--- src/rtl/irq_controller.sv ---
`default_nettype none
// ============================================================================
//  Module   : irq_controller
//  Purpose  : Interrupt controller for the DMG SoC, on the responder side of
//             the CPU interrupt interface.
//             - Latches rising edges of the peripheral requests into IF
//               (0xFF0F).
//             - Masks IF with IE (0xFFFF).
//             - Presents the pending set to the CPU.
//             - Clears the acknowledged IF bits when the CPU dispatches.
//  Revision : 1.0 - initial release
// ----------------------------------------------------------------------------
//  Ports
//    CLK           in   1   system clock, rising edge
//    nRES          in   1   synchronous reset, active low
//    A             in  16   CPU address bus
//    D_IN          in   8   CPU write data
//    RD            in   1   read strobe, one cycle wide
//    WR            in   1   write strobe, one cycle wide
//    D_OUT         out  8   registered read data
//    D_OE          out  1   registered read-data valid / drive enable
//    IRQ_SRC       in   5   raw peripheral request levels
//                           (VBlank, STAT, Timer, Serial, Joypad)
//    CPU_IRQ_ACK   in   8   dispatch acknowledge; only [4:0] are used
//    CPU_IRQ_TRIG  out  8   pending & enabled requests; [7:5] are always 0
// ----------------------------------------------------------------------------
//  Configuration macro
//    IRQ_PRIORITY_EN
//      Defined:   CPU_IRQ_TRIG carries only the highest-priority
//                 (lowest-index) pending bit.
//      Undefined: all pending bits are presented.
// ============================================================================
module irq_controller #(
   parameter logic [15:0] IF_ADDR = 16'hFF0F,
   parameter logic [15:0] IE_ADDR = 16'hFFFF,
   parameter int          NUM_SRC = 5
) (
   input  logic               CLK,
   input  logic               nRES,
   input  logic [15:0]        A,
   input  logic [7:0]         D_IN,
   input  logic               RD,
   input  logic               WR,
   output logic [7:0]         D_OUT,
   output logic               D_OE,
   input  logic [NUM_SRC-1:0] IRQ_SRC,
   input  logic [7:0]         CPU_IRQ_ACK,
   output logic [7:0]         CPU_IRQ_TRIG
);

   localparam logic [NUM_SRC-1:0] ONE = NUM_SRC'(1);

   logic [NUM_SRC-1:0] if_q;
   logic [7:0]         ie_q;
   logic [NUM_SRC-1:0] src_q;

   logic [NUM_SRC-1:0] rise;
   logic [NUM_SRC-1:0] if_base;
   logic [NUM_SRC-1:0] if_next;
   logic [NUM_SRC-1:0] pend;
   logic [NUM_SRC-1:0] trig;
   logic               if_sel;
   logic               ie_sel;

   // The upper acknowledge bits have no function.
   logic               unused_ack;
   assign unused_ack = ^CPU_IRQ_ACK[7:NUM_SRC];

   assign if_sel = (A == IF_ADDR);
   assign ie_sel = (A == IE_ADDR);

   always_comb begin
      rise = IRQ_SRC & ~src_q;
      // A CPU write replaces the flags outright, so a same-cycle ack is
      // dropped. A fresh source edge is OR-ed in last so that it can never be
      // lost to either the write or the ack.
      if (WR && if_sel) begin
         if_base = D_IN[NUM_SRC-1:0];
      end else begin
         if_base = if_q & ~CPU_IRQ_ACK[NUM_SRC-1:0];
      end
      if_next = if_base | rise;
   end

   assign pend = if_q & ie_q[NUM_SRC-1:0];

`ifdef IRQ_PRIORITY_EN
   // x & -x isolates the lowest set bit, and bit 0 (VBlank) is the highest
   // priority.
   assign trig = pend & (~pend + ONE);
`else
   logic [NUM_SRC-1:0] unused_one;
   assign unused_one = ONE;
   assign trig       = pend;
`endif

   assign CPU_IRQ_TRIG = {{(8-NUM_SRC){1'b0}}, trig};

   always_ff @(posedge CLK) begin
      // src_q follows the sources even during reset. A level already high
      // when reset is released is therefore not treated as an edge.
      src_q <= IRQ_SRC;
      if (!nRES) begin
         if_q  <= '0;
         ie_q  <= '0;
         D_OUT <= '0;
         D_OE  <= 1'b0;
      end else begin
         if_q <= if_next;
         if (WR && ie_sel) begin
            ie_q <= D_IN;
         end
         // Reads sample the pre-update register values, so a read issued in
         // the same cycle as a write returns the old contents.
         if (RD && if_sel) begin
            D_OUT <= {{(8-NUM_SRC){1'b1}}, if_q};
            D_OE  <= 1'b1;
         end else if (RD && ie_sel) begin
            D_OUT <= ie_q;
            D_OE  <= 1'b1;
         end else begin
            D_OUT <= '0;
            D_OE  <= 1'b0;
         end
      end
   end

endmodule
`default_nettype wire

--- config.mk ---
export PLATFORM = sky130hd
export DESIGN_NAME = irq_controller
export DESIGN_NICKNAME = d
export VERILOG_FILES = /design/src/rtl/irq_controller.sv
export SDC_FILE = /design/constraint.sdc
export NUM_CORES = 1
export LEC_CHECK = 0
export CELL_PAD_IN_SITES_DETAIL_PLACEMENT = 2
export CELL_PAD_IN_SITES_GLOBAL_PLACEMENT = 2
export CORE_ASPECT_RATIO = 0.8
export CORE_UTILIZATION = 22
export CTS_BUF_LIST = sky130_fd_sc_hd__clkbuf_16
export DETAILED_ROUTE_END_ITERATION = 8
export GPL_TIMING_DRIVEN = 1
export PLACE_DENSITY_LB_ADDON = 0.1
export SKIP_CTS_REPAIR_TIMING = 1
export SLEW_MARGIN = 20
export SYNTH_ARGS = -nofsm -noshare
export SYNTH_HDL_FRONTEND = slang
export SYNTH_SLANG_ARGS = --single-unit
export TNS_END_PERCENT = 10
--- constraint.sdc ---
create_clock -name CLK -period 2.55 [get_ports CLK]
set_clock_uncertainty 0.2 [all_clocks]
set_input_delay 0.6375 -clock CLK [delete_from_list [all_inputs] [get_ports CLK]]
set_output_delay 0.6375 -clock CLK [all_outputs]
set_load 0.1 [all_outputs]
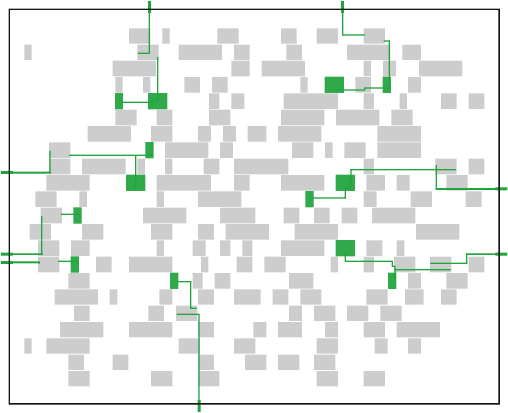
Fig. 1. I/O nets highlighted.
Drawn at 6 px/um.
D_IN -> green  # bits 8, direction input, end cells 13, buffers 8, wire 204 um
Top Ports: 58
IO buf count: 51

==> run_results.csv <==
group,metric,value,unit
run_status,outcome,"completed",
cells_and_area,synthToLayoutAreaGrowth,60.8,%
cells_and_area,fillers,508,
cells_and_area,layout.cells.non_filler,232,
cells_and_area,fin_nets,214,
cells_and_area,nNonClkInverters,5,
grt,grt_pass1_vias,1089,
setup_path,start_kind,"primary input",
setup_path,worstSetupPathType,"in2reg",
grt,grt_pass1_wl,5350,um
setup_path,cp_slowest_cell,"or4_4",
power,p_sw_share,21.2,%
clocking,cts.clk_slew.worst_paths,60,ps
grt,antenna_found_initial,0,
routing,met2_wirelength,1870,um
clocking,clockBufferDepth,2,
synthesis,synth_cell_types,26,
synthesis,ys_sh_adder,0,%
min_path,hp-class,"reg2reg",
power,seqPwrFrac,48.8,%
synthesis,postSynthCellCount,111,
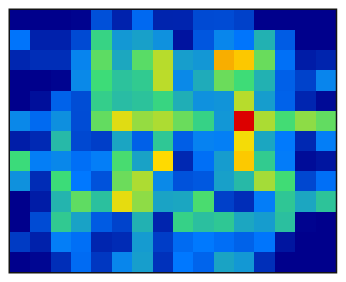
Fig. 2. Signal metal coverage by tile.
Drawn at 4 px/um. 16 x 13 tiles, from dark blue (low) to red (high), scaled to the fullest tile. Values are wire area over tile area, all layers added.
emptiest ninth of the die = top left
mean over tiles = 0.10
nearly empty tiles = 12%
tiles over half the peak = 16%
routed vias: 1033
final WL: 3460 um
global-route usage over all layers: 14.0%

## worst paths after layout
path                            depth (start not counted)       to     from
worst max-delay path                                    5  if_q[4]     A[4]
worst min-delay path                                    2  ie_q[6]  ie_q[6]
worst max register to register                          3  if_q[2]  if_q[2]
worst min register to register                          2  ie_q[6]  ie_q[6]
## registers in the layout, indices dropped and copies added, names as in the netlist
register and count:
D_OUT 8, if_q 5, D_OE 1, ie_q 8
src_q 5
## power groups by stage
stage / logic (W) / registers (W) / clock network (W)
2_1_floorplan: 0.0000432 / 0.000442 / 0
3_3_place_gp: 0.000106 / 0.000443 / 0
3_5_place_dp: 0.000108 / 0.000444 / 0
4_1_cts: 0.000109 / 0.000434 / 0.000360
5_1_grt: 0.000115 / 0.000434 / 0.000379
6_report: 0.000108 / 0.000434 / 0.000347
Power figures rest on the tool's default switching activity, not on a simulated workload.
